## src/rtl/ex_alu_wb_stage_if.sv

```systemverilog
`default_nettype none
// ============================================================================
// Module   : ex_alu_wb_stage_if
// Brief    : Issue, ALU-result, SR and writeback/forward signals of the
//            ALU writeback stage.
// Revision : 1.0  initial release
// ============================================================================
interface ex_alu_wb_stage_if #(
    parameter int REGID_W = 6
);
    logic               exHold;
    logic               exFlush;
    logic               idValid;
    logic [7:0]         idUIxt;
    logic [REGID_W-1:0] idRegIdRn;
    logic [63:0]        aluOutVal;
    logic [1:0]         aluOutSrST;
    logic               srLoadEn;
    logic [1:0]         srLoadVal;

    logic [1:0]         aluInSrST;
    logic               fwdE1Valid;
    logic [REGID_W-1:0] fwdE1Id;
    logic [63:0]        fwdE1Val;
    logic               fwdE2Valid;
    logic [REGID_W-1:0] fwdE2Id;
    logic [63:0]        fwdE2Val;
    logic               wbEn;
    logic [REGID_W-1:0] wbRegId;
    logic [63:0]        wbVal;
    logic [1:0]         srST;

    modport master (
        output exHold, exFlush, idValid, idUIxt, idRegIdRn,
               aluOutVal, aluOutSrST, srLoadEn, srLoadVal,
        input  aluInSrST, fwdE1Valid, fwdE1Id, fwdE1Val,
               fwdE2Valid, fwdE2Id, fwdE2Val, wbEn, wbRegId, wbVal, srST
    );

    modport slave (
        input  exHold, exFlush, idValid, idUIxt, idRegIdRn,
               aluOutVal, aluOutSrST, srLoadEn, srLoadVal,
        output aluInSrST, fwdE1Valid, fwdE1Id, fwdE1Val,
               fwdE2Valid, fwdE2Id, fwdE2Val, wbEn, wbRegId, wbVal, srST
    );
endinterface
`default_nettype wire

```

## src/rtl/ex_alu_wb_stage.sv

```systemverilog
`default_nettype none
// ============================================================================
// Module   : ex_alu_wb_stage
// Brief    : Tracks ALU ops through E1/E2/E3, drives GPR writeback and
//            forwarding, and owns / forwards the architectural SR.ST pair.
// Revision : 1.0  initial release
// ============================================================================
module ex_alu_wb_stage #(
    parameter int ENABLE_GSV = 1,
    parameter int REGID_W    = 6
) (
    input  wire logic         clock,
    input  wire logic         reset,
    ex_alu_wb_stage_if.slave  bus
);

    typedef struct packed {
        logic               vld;
        logic               wg;
        logic               wt;
        logic               ws;
        logic [REGID_W-1:0] id;
    } slot_t;

    slot_t        w_issue;
    logic         w_gpr_op;
    logic         w_t_op;
    logic         w_unused_bits;

    slot_t        r_e1;
    slot_t        r_e2;
    slot_t        r_e3;
    logic [63:0]  r_e2_val;
    logic [63:0]  r_e3_val;
    logic [1:0]   r_e2_st;
    logic [1:0]   r_e3_st;
    logic [1:0]   r_sr;

    logic         w_e3_commit;
    logic [1:0]   w_sr_nxt;
    logic [1:0]   w_fwd_sr;

    assign w_unused_bits = &{1'b0, bus.idUIxt[7:6]};

    // Op class decode, captured at issue so later slots need no opcode.
    always_comb begin
        w_gpr_op = 1'b0;
        w_t_op   = 1'b0;
        case (bus.idUIxt[3:0])
            4'h0, 4'h1, 4'h5, 4'h6, 4'h7, 4'hF: w_gpr_op = 1'b1;
            4'h2, 4'h3: begin
                w_gpr_op = 1'b1;
                w_t_op   = 1'b1;
            end
            4'h4, 4'h8, 4'h9, 4'hA, 4'hC, 4'hD, 4'hE: w_t_op = 1'b1;
            default: begin
                w_gpr_op = 1'b0;
                w_t_op   = 1'b0;
            end
        endcase

        w_issue     = '0;
        w_issue.vld = bus.idValid;
        w_issue.wg  = w_gpr_op && (bus.idRegIdRn != '0);
        w_issue.wt  = w_t_op;
        w_issue.ws  = w_t_op && (ENABLE_GSV != 0) && (bus.idUIxt[5:4] == 2'b11);
        w_issue.id  = bus.idRegIdRn;
    end

    // A held E3 commits only once, on the first cycle the hold is released.
    assign w_e3_commit = r_e3.vld && !bus.exHold;

    always_ff @(posedge clock or posedge reset) begin
        if (reset) begin
            r_e1     <= '0;
            r_e2     <= '0;
            r_e3     <= '0;
            r_e2_val <= '0;
            r_e3_val <= '0;
            r_e2_st  <= '0;
            r_e3_st  <= '0;
            r_sr     <= '0;
        end else begin
            if (bus.exFlush) begin
                // Killed E2 would otherwise slide into E3; the old E3 op
                // has already written this cycle when not held.
                r_e1.vld <= 1'b0;
                r_e2.vld <= 1'b0;
                if (!bus.exHold) begin
                    r_e3.vld <= 1'b0;
                end
            end else if (!bus.exHold) begin
                r_e1     <= w_issue;
                r_e2     <= r_e1;
                r_e2_val <= bus.aluOutVal;
                r_e2_st  <= bus.aluOutSrST;
                r_e3     <= r_e2;
                r_e3_val <= r_e2_val;
                r_e3_st  <= r_e2_st;
            end
            r_sr <= w_sr_nxt;
        end
    end

    // Bit 0 is T, bit 1 is S; each resolves its own youngest writer.
    for (genvar b = 0; b < 2; b++) begin : g_sr_bit
        logic w_wr1;
        logic w_wr2;
        logic w_wr3;

        assign w_wr1 = r_e1.vld && ((b == 0) ? r_e1.wt : r_e1.ws);
        assign w_wr2 = r_e2.vld && ((b == 0) ? r_e2.wt : r_e2.ws);
        assign w_wr3 = r_e3.vld && ((b == 0) ? r_e3.wt : r_e3.ws);

        assign w_fwd_sr[b] = w_wr1        ? bus.aluOutSrST[b] :
                             w_wr2        ? r_e2_st[b]        :
                             w_wr3        ? r_e3_st[b]        :
                             bus.srLoadEn ? bus.srLoadVal[b]  :
                                            r_sr[b];

        assign w_sr_nxt[b] = bus.srLoadEn           ? bus.srLoadVal[b] :
                             (w_e3_commit && w_wr3) ? r_e3_st[b]       :
                                                      r_sr[b];
    end

    assign bus.aluInSrST  = w_fwd_sr;
    assign bus.srST       = r_sr;

    assign bus.fwdE1Valid = r_e1.vld && r_e1.wg;
    assign bus.fwdE1Id    = r_e1.id;
    assign bus.fwdE1Val   = bus.aluOutVal;
    assign bus.fwdE2Valid = r_e2.vld && r_e2.wg;
    assign bus.fwdE2Id    = r_e2.id;
    assign bus.fwdE2Val   = r_e2_val;

    assign bus.wbEn       = r_e3.vld && r_e3.wg && !bus.exHold;
    assign bus.wbRegId    = r_e3.id;
    assign bus.wbVal      = r_e3_val;

endmodule
`default_nettype wire

```

## src/flat_wrapper.sv

```systemverilog
// flat-port wrapper written by rule: the top's interface ports become plain ports
module ex_alu_wb_stage_flat 
#(
    parameter int ENABLE_GSV = 1,
    parameter int REGID_W    = 6
)
  (clock, reset, bus_exHold, bus_exFlush, bus_idValid, bus_idUIxt, bus_idRegIdRn, bus_aluOutVal, bus_aluOutSrST, bus_srLoadEn, bus_srLoadVal, bus_aluInSrST, bus_fwdE1Valid, bus_fwdE1Id, bus_fwdE1Val, bus_fwdE2Valid, bus_fwdE2Id, bus_fwdE2Val, bus_wbEn, bus_wbRegId, bus_wbVal, bus_srST);
  ex_alu_wb_stage_if #(.REGID_W(REGID_W)) bus_i ();
  input  wire logic clock;
  input  wire logic reset;
  input wire logic [$bits(bus_i.exHold)-1:0] bus_exHold;
  input wire logic [$bits(bus_i.exFlush)-1:0] bus_exFlush;
  input wire logic [$bits(bus_i.idValid)-1:0] bus_idValid;
  input wire logic [$bits(bus_i.idUIxt)-1:0] bus_idUIxt;
  input wire logic [$bits(bus_i.idRegIdRn)-1:0] bus_idRegIdRn;
  input wire logic [$bits(bus_i.aluOutVal)-1:0] bus_aluOutVal;
  input wire logic [$bits(bus_i.aluOutSrST)-1:0] bus_aluOutSrST;
  input wire logic [$bits(bus_i.srLoadEn)-1:0] bus_srLoadEn;
  input wire logic [$bits(bus_i.srLoadVal)-1:0] bus_srLoadVal;
  output wire logic [$bits(bus_i.aluInSrST)-1:0] bus_aluInSrST;
  output wire logic [$bits(bus_i.fwdE1Valid)-1:0] bus_fwdE1Valid;
  output wire logic [$bits(bus_i.fwdE1Id)-1:0] bus_fwdE1Id;
  output wire logic [$bits(bus_i.fwdE1Val)-1:0] bus_fwdE1Val;
  output wire logic [$bits(bus_i.fwdE2Valid)-1:0] bus_fwdE2Valid;
  output wire logic [$bits(bus_i.fwdE2Id)-1:0] bus_fwdE2Id;
  output wire logic [$bits(bus_i.fwdE2Val)-1:0] bus_fwdE2Val;
  output wire logic [$bits(bus_i.wbEn)-1:0] bus_wbEn;
  output wire logic [$bits(bus_i.wbRegId)-1:0] bus_wbRegId;
  output wire logic [$bits(bus_i.wbVal)-1:0] bus_wbVal;
  output wire logic [$bits(bus_i.srST)-1:0] bus_srST;
  assign bus_i.exHold = bus_exHold;
  assign bus_i.exFlush = bus_exFlush;
  assign bus_i.idValid = bus_idValid;
  assign bus_i.idUIxt = bus_idUIxt;
  assign bus_i.idRegIdRn = bus_idRegIdRn;
  assign bus_i.aluOutVal = bus_aluOutVal;
  assign bus_i.aluOutSrST = bus_aluOutSrST;
  assign bus_i.srLoadEn = bus_srLoadEn;
  assign bus_i.srLoadVal = bus_srLoadVal;
  assign bus_aluInSrST = bus_i.aluInSrST;
  assign bus_fwdE1Valid = bus_i.fwdE1Valid;
  assign bus_fwdE1Id = bus_i.fwdE1Id;
  assign bus_fwdE1Val = bus_i.fwdE1Val;
  assign bus_fwdE2Valid = bus_i.fwdE2Valid;
  assign bus_fwdE2Id = bus_i.fwdE2Id;
  assign bus_fwdE2Val = bus_i.fwdE2Val;
  assign bus_wbEn = bus_i.wbEn;
  assign bus_wbRegId = bus_i.wbRegId;
  assign bus_wbVal = bus_i.wbVal;
  assign bus_srST = bus_i.srST;
  ex_alu_wb_stage #(.ENABLE_GSV(ENABLE_GSV), .REGID_W(REGID_W)) u_core (.clock(clock), .reset(reset), .bus(bus_i));
endmodule
```

## config.mk

```make
export PLATFORM = sky130hd
export DESIGN_NAME = ex_alu_wb_stage_flat
export DESIGN_NICKNAME = d
export VERILOG_FILES = /design/src/rtl/ex_alu_wb_stage_if.sv /design/src/rtl/ex_alu_wb_stage.sv /design/src/flat_wrapper.sv
export SDC_FILE = /design/constraint.sdc
export NUM_CORES = 1
export LEC_CHECK = 0
export CORE_ASPECT_RATIO = 2
export CORE_MARGIN = 4
export CORE_UTILIZATION = 43
export DETAILED_ROUTE_END_ITERATION = 12
export PLACE_DENSITY = 0.8
export SLEW_MARGIN = 15
export SYNTH_ARGS = -nofsm -noshare
export SYNTH_HDL_FRONTEND = slang
export SYNTH_SLANG_ARGS = --single-unit
```

## constraint.sdc

```tcl
create_clock -name clock -period 6.1 [get_ports clock]
set_input_delay 1.22 -clock clock [delete_from_list [all_inputs] [get_ports clock]]
set_output_delay 1.22 -clock clock [all_outputs]
set_load 0.05 [all_outputs]
```

### Pin placement

Bar = 20 um. Pins as bars across the die edge, other pins in grey.
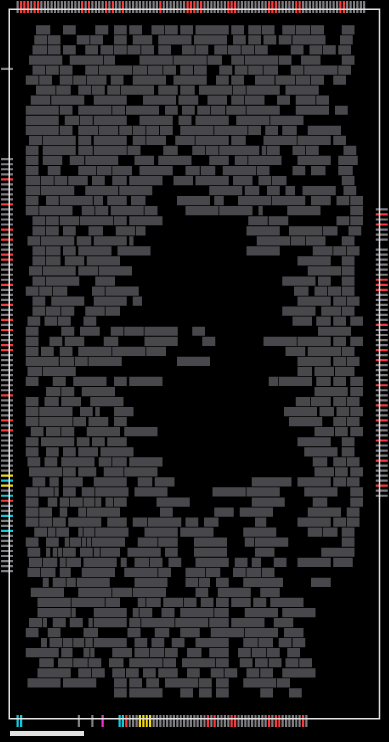
[red] bus_fwdE2Val | pins: 64 | direction: output | edge: 25 top, 16 left, 14 right, 9 bottom
[yellow] bus_idRegIdRn | pins: 6 | direction: input | edge: 4 bottom, 2 left
[magenta] bus_exHold | pins: 1 | direction: input | edge: bottom
[cyan] bus_idUIxt | pins: 8 | direction: input | edge: 4 left, 4 bottom
die span in x: 99.9 um
I/O Buffers: 302
y dimension of the die: 192 um

### Layout detail

Bar = 20 um. Window x 25 to 75, y 109 to 159 um. Cells in grey, sequential cells in the stronger grey; small squares are vias.
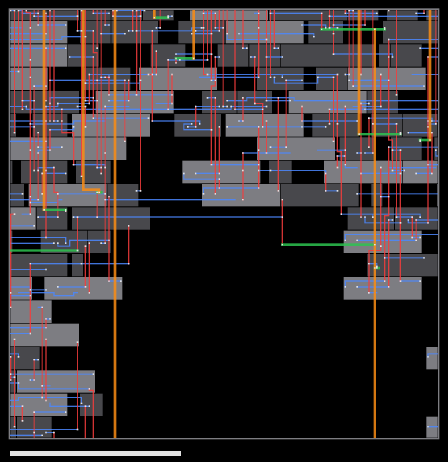
[red] met2
[blue] met1
[orange] met4
[green] met3
most frequent: dfrtp_1 (22), mux2_4 (12), clkdlybuf4s50_1 (11)
sequential cells in the window: 22
cells with their middle in the window: 67
netlist names of flops here include: u_core.bus.wbVal (14), u_core.bus.fwdE2Val (8)

### Clock nets

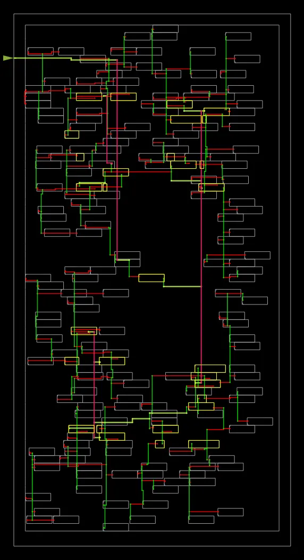
clock buffers created by TritonCTS: 17
clock buffer count in the final layout: 22
worst clock skew on the final layout: 0.00673 ns

### Register map, names as in the netlist

Bar = 20 um.
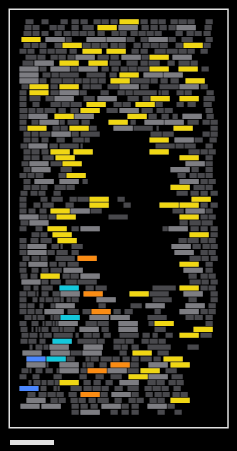
[blue] u_core.bus.srST | placed flops: 2
[orange] u_core.bus.fwdE2Id | placed flops: 6 | where: bottom centre
[cyan] u_core.r_e2 | placed flops: 4 | where: lower left
[yellow] u_core.bus.wbVal | placed flops: 64
not coloured: 88
register fraction of the total cell area: 0.395
fin util: 0.623
Seq group: 1450 uW

### M1 wires

Bar = 20 um.
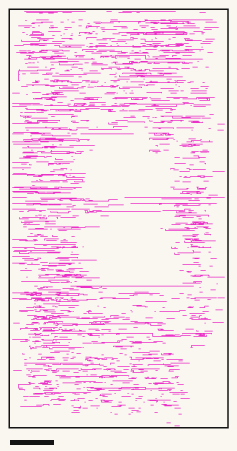
wire length on this layer: 6,600 um
main direction: horizontal
nets with wire on the layer: 668
longest straight run: 56.6 um
via count of the routed design: 4,471
global-route met1 utilization: 0.208
overall routed net length: 18.4 mm

[metal layers]
layer  vias up  GRT usage  wire, um
li1       1998          -         -
met1      2255      0.208      6600
met5         -          0         0
met2       186      0.340     10100
met3        32     0.0502      1070
met4         0     0.0863       603
[path summary, 6_finish.rpt]
check	from	to	cells past startpoint
min in group asynchronous	reset	u_core.bus.wbVal[3]	2
worst min register to register	u_core.bus.wbVal[13]	u_core.bus.wbVal[13]	1
worst min-delay path	u_core.bus.wbVal[13]	u_core.bus.wbVal[13]	1
worst max register to register	u_core.r_e3[9]	u_core.bus.srST[1]	3
max in group asynchronous	reset	u_core.bus.wbVal[24]	3
worst max-delay path	bus_srLoadEn	bus_aluInSrST[0]	5
[cell usage in the layout, fill, tap and decap left out, types with 3 or more instances in the layout]
cell type	netlist	layout
mux2_2	79	79
mux2_4	77	77
nor2_1	8	7
clkbuf_1	0	3
dfrtp_1	164	164
clkdlybuf4s50_1	0	302
and3b_1	3	3
bufinv_16	0	3
nand2_1	6	6
buf_4	89	6
mux2i_1	6	6
clkbuf_16	0	17
nand3_1	3	3
[power by group]
part	internal, uW	total (uW)	switching, uW
clock network	662	1080	417
logic	658	1710	1050
registers	1300	1450	149
[registers in the layout, indices dropped and copies added, names as in the netlist, 4 cells and up]
signal	count
u_core.bus.fwdE2Id	6
u_core.bus.wbVal	64
u_core.r_e2	4
u_core.bus.fwdE1Id	6
u_core.r_e3	4
u_core.r_e1	4
u_core.bus.fwdE2Val	64
u_core.bus.wbRegId	6
[logic make-up after synthesis]
kind of cell,after synthesis,share of synthesized area
multiplexers,162,0.290
AND-OR/OR-AND,13,0.0129
buffers and inverters,102,0.110
flip-flops,164,0.566
AND/OR/NAND/NOR,29,0.0217
==> reports/qor.yml <==
floorplanning:
  boundaryPins: 305
  rows: 67
  num_tap_cells: 207
  core_area_um2: 16700
final_timing:
  maxClockFrequency_ghz: 0.224
  slew_viol_final: 0
  report.final.setup_viol: 0
  worst_pin_slew_ns: 1.05
  setup_total_negative_slack_ns: 0
  grt_setup_unrepaired: "false"
  timing.final.crit_period_ns: 4.47
  hold_viol: 0
  finalClockPeriodUsage: 0.732
  slew_headroom: 0.296
  worst_hold_slack_ns: 0.507
global_route:
  grt_overflow_total: 0
  grt_pass1_vias: 5046
  gr_util_all_layers: 0.191
  antenna_found_initial: 0
  wire_length_of_the_first_global_routing_pass_mm: 28.0
  largest_net_degree_at_the_start_of_global_routing: 72
clock_tree:
  clock_insertion_delay_worst_skew_ns: 0.42
  ctsRootBufferMaster: "clkbuf_16"
  cts_max_path_buffers: 2
  cts.repair_timing.setup_buffer_count: 0
  clkSinkCount: 164
  cts_htree_levels: 4
  clkTransAtPathRegs_ns: 0.06
  ctsResizeCount: 0
final_layout:
  drive_gt1_frac: 0.273
  design.seq.count: 164
  fillerInstances: 1240
  clkCellAreaFrac: 0.0569
  comb_area_um2: 2370
  final-nonclk-buf-share: 0.295
  biggestCellCategory: "sequential cells"
  area_growth_pct: 43.3
  antenna-diode-count: 0
  finish.cell_count_without_fillers: 914
  area.share.combinational: 0.228
  buffers: 308
  seq_area_um2: 4100
  nMultiInputCombCells: 204
  nonClockInverterCount: 1
  final_design_area_no_fill_um2: 10400
pwr:
  leakagePower_uw: 0.00456
  p_total_uw: 4240
  power_per_cell_area_nw_per_um2: 408
  worst_ir_drop_vdd_uv: 265
placed_design:
  place_congestion: 0.815
  detailedPlacementHpwl_mm: 13.6
  post-place-cells: 884
  detailedPlace.worstSlack_ns: 1.65
  placed_area_um2: 9810
critical_path:
  max_incr_delay_on_cp_ns: 0.83
  regToRegSetupSlack_ns: 5.12
  criticalPathCategory: "primary input to output pin"
  critical_path.most_common_cell: "clkdlybuf4s50_1"
  critical_path_arrival_ns: 3.25
  path_cells: "clkdlybuf4s50_1 -> mux2i_1 -> a221o_1 -> a31oi_1 -> clkdlybuf4s50_1"
  cp-end-kind: "output pin"
  critical-path-slowest-cell: "clkdlybuf4s50_1"
  cp.buffers_inverters: 2
  timing.critical_path.required_ns: 4.88
  critical_path_peak_fanout: 6
  critical-path-top-delay-family: "buffers and inverters"
yosys:
  top_cell_area_share: 0.566
  netlist.top_cell.by_instances: "dfrtp_1"
  synthesis.instances: 470
  synth-warning-count: 0
  synthTopCellsByCount: "dfrtp_1 (164), buf_4 (89), mux2_2 (79), mux2_4 (77), buf_6 (10)"
  mappedNetlistNets: 558
  synth.yosys.num_cells: 470
  synth.largest_area_cell: "dfrtp_1"
  area_leaders: "dfrtp_1 (57%), mux2_4 (16%), mux2_2 (12%), buf_4 (9.2%), buf_6 (1.6%)"
  synth-area-yosys_um2: 7260
  asyncSetResetFlopFracSynth: 1.00
  postSynth.topFlopCell: "dfrtp_1"
  synth-seq-cells: 164
  edf_count: 0
  ys_seq_frac: 0.566
  synth_cell_types: 27
  avg_synthesized_cell_area_um2: 15.4
hold_path:
  hp-class: "flip-flop to flip-flop"
routing:
  drt_drc_violations_left: 0
  route.detailed.vias_per_inst: 4.89
  detail-route-antenna-nets: 0
  detailedRoute.firstIterationViolations: 84
  firstDrtPassIters: 4
outcome:
  outcome: "finished clean"
flow_run:
  stage_log_warnings: 28
  cap_viol_max_count: 0
Power is estimated from default activity; no workload was simulated.
